--- src/rtl/apb_master_bridge_mslv.sv ---
// APB4 master bridge: queued requests issued as SETUP/ACCESS transfers to one of NUM_SLAVES slaves.
// Latency: push to rsp_valid is 4 edges plus wait states; back-to-back transfers take 2 cycles each.
// Backpressure: req_ready drops when the request FIFO is full; a slave that never answers times out.
module apb_master_bridge_mslv #(
  parameter int ADDR_WIDTH     = 32,
  parameter int DATA_WIDTH     = 32,
  parameter int NUM_SLAVES     = 4,
  parameter int FIFO_DEPTH     = 4,
  parameter int TIMEOUT_CYCLES = 16,
  localparam int STRB_W        = DATA_WIDTH / 8
) (
  input  logic                             PCLK,
  input  logic                             PRESETn,
  input  logic                             transfer,
  output logic                             req_ready,
  input  logic                             READ_WRITE,
  input  logic [ADDR_WIDTH-1:0]            req_addr,
  input  logic [DATA_WIDTH-1:0]            req_wdata,
  input  logic [STRB_W-1:0]                req_strb,
  output logic                             rsp_valid,
  output logic [DATA_WIDTH-1:0]            rsp_rdata,
  output logic                             rsp_err,
  output logic                             busy,
  output logic [NUM_SLAVES-1:0]            PSELx,
  output logic                             PENABLE,
  output logic                             PWRITE,
  output logic [ADDR_WIDTH-1:0]            PADDR,
  output logic [DATA_WIDTH-1:0]            PWDATA,
  output logic [STRB_W-1:0]                PSTRB,
  input  logic [NUM_SLAVES*DATA_WIDTH-1:0] PRDATA,
  input  logic [NUM_SLAVES-1:0]            PREADY,
  input  logic [NUM_SLAVES-1:0]            PSLVERR
);

  localparam int SEL_W = $clog2(NUM_SLAVES);
  localparam int TO_W  = $clog2(TIMEOUT_CYCLES + 1);
  localparam int PTR_W = $clog2(FIFO_DEPTH);
  localparam int CNT_W = $clog2(FIFO_DEPTH + 1);

  typedef struct packed {
    logic                  wr;
    logic [ADDR_WIDTH-1:0] addr;
    logic [DATA_WIDTH-1:0] wdata;
    logic [STRB_W-1:0]     strb;
  } req_t;

  typedef enum logic [1:0] {IDLE, SETUP, ACCESS} state_t;

  req_t                  fifo_mem [FIFO_DEPTH];
  logic [PTR_W-1:0]      wr_ptr_q, rd_ptr_q;
  logic [CNT_W-1:0]      count_q;
  logic                  push, pop, fifo_nempty;
  req_t                  head;

  state_t                state_q, state_d;
  logic [TO_W-1:0]       to_cnt_q, to_cnt_d;
  logic                  complete, timeout;

  logic [ADDR_WIDTH-1:0] paddr_q;
  logic                  pwrite_q;
  logic [DATA_WIDTH-1:0] pwdata_q;
  logic [STRB_W-1:0]     pstrb_q;

  logic                  rsp_valid_q, rsp_err_q;
  logic [DATA_WIDTH-1:0] rsp_rdata_q;

  logic [SEL_W-1:0]      sel;
  logic                  sel_ready, sel_err;
  logic [DATA_WIDTH-1:0] sel_rdata;

  function automatic logic [PTR_W-1:0] ptr_inc(input logic [PTR_W-1:0] p);
    return (p == PTR_W'(FIFO_DEPTH - 1)) ? '0 : p + 1'b1;
  endfunction

  // No push/pop bypass: readiness depends only on the registered count.
  assign req_ready   = (count_q != CNT_W'(FIFO_DEPTH));
  assign push        = transfer && req_ready;
  assign fifo_nempty = (count_q != '0);
  assign head        = fifo_mem[rd_ptr_q];

  // Only the addressed slave's response lines are looked at.
  assign sel       = paddr_q[ADDR_WIDTH-1 -: SEL_W];
  assign sel_ready = PREADY[sel];
  assign sel_err   = PSLVERR[sel];
  assign sel_rdata = PRDATA[sel*DATA_WIDTH +: DATA_WIDTH];

  // Request storage; contents need no reset because the pointers gate validity.
  always_ff @(posedge PCLK) begin
    if (push) begin
      fifo_mem[wr_ptr_q].wr    <= READ_WRITE;
      fifo_mem[wr_ptr_q].addr  <= req_addr;
      fifo_mem[wr_ptr_q].wdata <= req_wdata;
      fifo_mem[wr_ptr_q].strb  <= req_strb;
    end
  end

  // FIFO pointers and occupancy.
  always_ff @(posedge PCLK or negedge PRESETn) begin
    if (!PRESETn) begin
      wr_ptr_q <= '0;
      rd_ptr_q <= '0;
      count_q  <= '0;
    end else begin
      if (push) wr_ptr_q <= ptr_inc(wr_ptr_q);
      if (pop)  rd_ptr_q <= ptr_inc(rd_ptr_q);
      case ({push, pop})
        2'b10:   count_q <= count_q + 1'b1;
        2'b01:   count_q <= count_q - 1'b1;
        default: count_q <= count_q;
      endcase
    end
  end

  // Next state, pop decision and wait-state timeout counting.
  always_comb begin
    state_d  = state_q;
    to_cnt_d = to_cnt_q;
    pop      = 1'b0;
    complete = 1'b0;
    timeout  = 1'b0;
    case (state_q)
      IDLE: begin
        if (fifo_nempty) begin
          pop     = 1'b1;
          state_d = SETUP;
        end
      end
      SETUP: begin
        state_d = ACCESS;
      end
      ACCESS: begin
        if (sel_ready) begin
          complete = 1'b1;
        end else if (to_cnt_q == TO_W'(TIMEOUT_CYCLES - 1)) begin
          complete = 1'b1;
          timeout  = 1'b1;
        end else begin
          to_cnt_d = to_cnt_q + 1'b1;
        end
        if (complete) begin
          pop     = fifo_nempty;
          state_d = fifo_nempty ? SETUP : IDLE;
        end
      end
      default: state_d = IDLE;
    endcase
    if (pop) to_cnt_d = '0;
  end

  // State, APB request registers and response registers.
  always_ff @(posedge PCLK or negedge PRESETn) begin
    if (!PRESETn) begin
      state_q     <= IDLE;
      to_cnt_q    <= '0;
      paddr_q     <= '0;
      pwrite_q    <= 1'b0;
      pwdata_q    <= '0;
      pstrb_q     <= '0;
      rsp_valid_q <= 1'b0;
      rsp_err_q   <= 1'b0;
      rsp_rdata_q <= '0;
    end else begin
      state_q     <= state_d;
      to_cnt_q    <= to_cnt_d;
      rsp_valid_q <= complete;
      if (pop) begin
        paddr_q  <= head.addr;
        pwrite_q <= head.wr;
        pwdata_q <= head.wr ? head.wdata : '0;
        pstrb_q  <= head.wr ? head.strb : '0;
      end
      if (complete) begin
        rsp_err_q   <= timeout | sel_err;
        rsp_rdata_q <= (!pwrite_q && !timeout && !sel_err) ? sel_rdata : '0;
      end
    end
  end

  // APB control decode from the registered state.
  always_comb begin
    PSELx = '0;
    if (state_q != IDLE) PSELx[sel] = 1'b1;
  end

  assign PENABLE   = (state_q == ACCESS);
  assign PWRITE    = pwrite_q;
  assign PADDR     = paddr_q;
  assign PWDATA    = pwdata_q;
  assign PSTRB     = pstrb_q;
  assign rsp_valid = rsp_valid_q;
  assign rsp_err   = rsp_err_q;
  assign rsp_rdata = rsp_rdata_q;
  assign busy      = (state_q != IDLE) || fifo_nempty;

endmodule
--- config.mk ---
export PLATFORM = sky130hd
export DESIGN_NAME = apb_master_bridge_mslv
export DESIGN_NICKNAME = d
export VERILOG_FILES = /design/src/rtl/apb_master_bridge_mslv.sv
export SDC_FILE = /design/constraint.sdc
export NUM_CORES = 1
export LEC_CHECK = 0
export CAP_MARGIN = 20
export CORE_ASPECT_RATIO = 1.1
export CORE_UTILIZATION = 25
export CTS_CLUSTER_DIAMETER = 30
export DETAILED_ROUTE_END_ITERATION = 10
export GPL_ROUTABILITY_DRIVEN = 0
export PLACE_DENSITY = 0.57
export SYNTH_ARGS = -nofsm -noshare
export SYNTH_HDL_FRONTEND = slang
export SYNTH_SLANG_ARGS = --single-unit
export TNS_END_PERCENT = 50
--- constraint.sdc ---
create_clock -name PCLK -period 6.6 [get_ports PCLK]
set_input_delay 1.32 -clock PCLK [delete_from_list [all_inputs] [get_ports PCLK]]
set_output_delay 1.32 -clock PCLK [all_outputs]
set_load 0.05 [all_outputs]
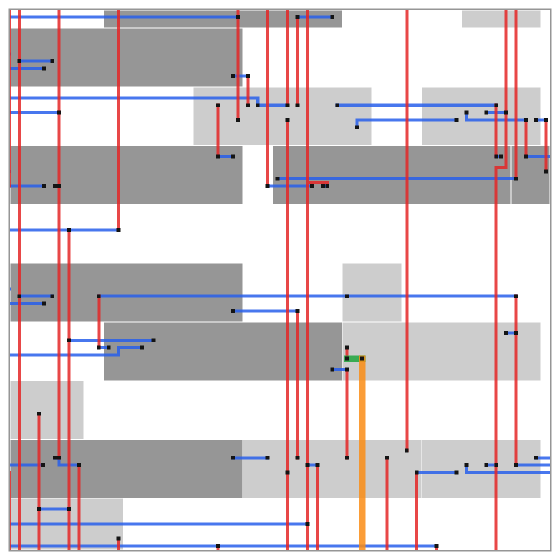
(layout detail)
Region (170, 188) to (195, 213) microns. Cells in gray, sequential cells in the stronger gray; small squares are vias.
met4: shown in orange. met2: shown in red. met1: shown in blue. met3: shown in green.
13 logic cells have their middle in the window. Sequential cells in the window: 6. Netlist names of flops here include `fifo_mem` (6). Most frequent: edfxtp_1 (6).

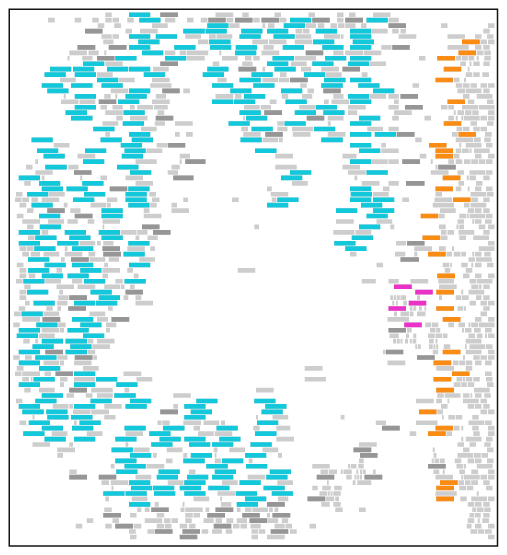
(sequential cells colored by netlist name)
(2 px per micron) Other sequential cells in the stronger gray, the rest of the logic in the fainter gray.
`to_cnt_q`: shown in magenta, flops 5, where right middle. `fifo_mem`: shown in cyan, flops 276, where all over the die. `rsp_rdata`: shown in orange, flops 32, where a column on the right.
Another 80 sequential cells are not colored.
sequential group power: 3.80 mW
Reg area: 11,200 sq um

==> impl_metrics.py <==
# Metrics from the implementation run
metrics = {
    "sta": {
        "finalCriticalPeriod_ns": 4.04,
        "finalHoldViolCount": 0,
        "rsz0062_at_grt": "false",
        "fin_skew_ns": 0.0659,
        "worst_pin_slew_ns": 0.828,
        "relSlewSlack_pct": 44.8,
        "max_freq_mhz": 248,
        "slew_viol_final": 0,
        "period_used_pct": 61.2,
        "setup_tns_ns": 0,
    },
    "place": {
        "io_buffers": 317,
        "placedCellCount": 1929,
        "place_ws_ns": 2.35,
        "placed_area_sq_um": 20100,
        "dp.final_hpwl_mm": 25.6,
    },
    "finish": {
        "nFillCells": 5973,
        "comb_area_sq_um": 4380,
        "final_cells": 2096,
        "final_cell_mix": "316 x clkdlybuf4s50_1, 276 x edfxtp_1, 113 x dfrtp_1",
        "final_cell_area_sq_um": 23300,
        "final_net_count": 1396,
        "fin_util_pct": 36.6,
        "syn_to_final_growth_pct": 45.1,
    },
    "worst_setup_path": {
        "worstReg2RegStart": "PADDR[31]$_DFFE_PN0P_",
        "worst_setup_path_start_kind": "register",
        "path_cells": "buf_4 > nor3b_1 > clkdlybuf4s50_1",
        "endpoint_kind": "output port",
        "r2r-end": "count_q[1]$_DFFE_PN0P_",
        "crit_required_ns": 5.28,
        "startpoint": "PADDR[31]$_DFFE_PN0P_",
        "r2r_cells": 9,
        "criticalPathCategory": "register to output port",
        "cp_slowest_stage_delay_ns": 0.84,
        "cp-endpoint": "PSELx[2]",
    },
    "floorplanning": {
        "placeableCoreArea_sq_um": 63600,
        "die_w_microns": 243,
        "fp_util_pct": 25.2,
        "io_pins": 318,
    },
    "cts": {
        "cts_buffer_depth": 3,
        "cts_setup_buffers": 0,
        "numCtsBuffers": 89,
        "cts.sinks": 393,
        "cts_hold_buffers": 0,
        "path_clk_slew_ns": 0.04,
        "ctsResizeCount": 0,
        "cts_tree": "done",
        "h-tree-depth": 3,
        "clock.latency.late_pin_ns": 0.63,
        "cts-root-buf": "clkbuf_16",
    },
    "flow_run": {
        "warnings": 29,
        "cap_violations": 0,
    },
    "yosys": {
        "synthSimpleGateAreaFrac_pct": 3.04,
        "synth_area_leader_cell": "edfxtp_1",
        "synth_area_sq_um": 16000,
        "adder_share_pct": 0.749,
        "synth-xor-area-share_pct": 0.164,
        "yosysTopAreaCellShare_pct": 51.7,
        "ys_types": 44,
        "flop_cell": "edfxtp_1",
        "postSynthCellCount": 803,
        "synth.avg_cell_area_sq_um": 20.0,
        "yosys_area_sq_um": 16000,
        "yosys_warnings": 0,
        "netlist_top_cells_area": "edfxtp_1 52%, dfrtp_1 18%, mux4_2 14%",
        "compound_area_share_pct": 2.51,
        "ys_seq_share_pct": 70.0,
        "logic_family": "multiplexers",
        "ys_sh_mux_pct": 20.7,
        "ys_ff": 393,
        "async_reset_ff_share_pct": 29.8,
    },
    "min_path": {
        "hp-start": "rsp_rdata[30]$_DFFE_PN0P_",
        "whs_path_depth": 1,
        "hold_path.class": "register to register",
    },
    "drt": {
        "avgViaCountPerCell": 4.25,
        "drt_iter0_markers": 323,
        "first_pass_iters": 4,
        "drcViolationCount": 0,
        "routedWlPerCell_microns": 19.6,
    },
    "global_route": {
        "antenna_found_initial": 4,
        "grt_pass1_wl_mm": 60.9,
        "grt_start_max_net_pins": 71,
        "grt_pass1_vias": 9889,
    },
    "pwr": {
        "leakagePower_nw": 8.60,
        "peakVddDrop_mv": 0.267,
        "powerDensity_nw_per_um2": 555,
        "p_total_mw": 12.9,
    },
    "status": {
        "status": "finished, final reports clean",
    },
}
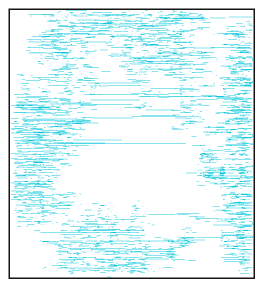
(met1 routing)
(1 px per micron)
The longest straight run is 121 microns. The wires run mostly horizontal. The layer carries 15,500 microns of wire. 1,230 nets have wire on it.
Vias: 8,902
final WL: 41.1 mm
M1 GR Usage: 13.5%

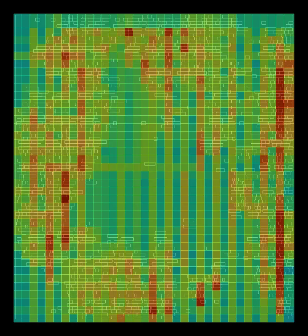
(track usage over the die)
GRT Util Overall: 12.7%
met2 usage: 22.1%
met3 track demand over resource: 4.24%

-- synth_stat cells (4+ instances only) --
cell         n
edfxtp_1   276
and3_1       5
nand3_1      7
dfrtp_1    117
mux2_4      56
mux2i_1      4
nor2_1       9
o21ai_0      8
buf_8        5
clkbuf_1    13
nor2b_1     36
inv_1       46
buf_6        4
o2bb2ai_1   32
mux4_2     100
mux2_2      17
ha_1         8
nand2_1      6
buf_2       21
-- flip-flops by register name, summed over array words and instances (netlist names) --
register	flops
rsp_err	1
PSTRB	4
fifo_mem	276
rsp_rdata	32
PWDATA	32
count_q	3
PADDR	32
PWRITE	1
state_q	2
wr_ptr_q	2
rd_ptr_q	2
to_cnt_q	5
rsp_valid	1
-- routing by layer --
metal	GRT usage (%)	routed length [microns]
met5	0	41
met2	22.1	20800
met4	6.88	1560
met1	13.5	15500
met3	4.24	3210
-- power by group --
part,internal (mW),leakage [nW],switching [mW]
Combinational,2.09,3.10,2.51
Sequential,3.38,4.00,0.426
Clock,3.04,1.50,1.46
-- worst max-delay path: cells and delay by family, from the launching register on --
family / cells / cell delay (ns)
buffers and inverters: 2 / 1.26
and+or+nand+nor: 1 / 0.26
DFF: 1 / 0.57
-- final cells by class --
| type | count | share of cell area [%] |
|---|---|---|
| Clock buffer | 101 | 9.90 |
| Timing Repair Buffer | 330 | 14.1 |
| Clock inverter | 65 | 3.59 |
| Sequential cell | 393 | 48.3 |
| Multi-Input combinational cell | 319 | 18.8 |
| Tap cell | 841 | 4.52 |
| Antenna cell | 1 | 0.0108 |
| Inverter | 46 | 0.742 |
Power figures rest on the tool's default switching activity, not on a simulated workload.
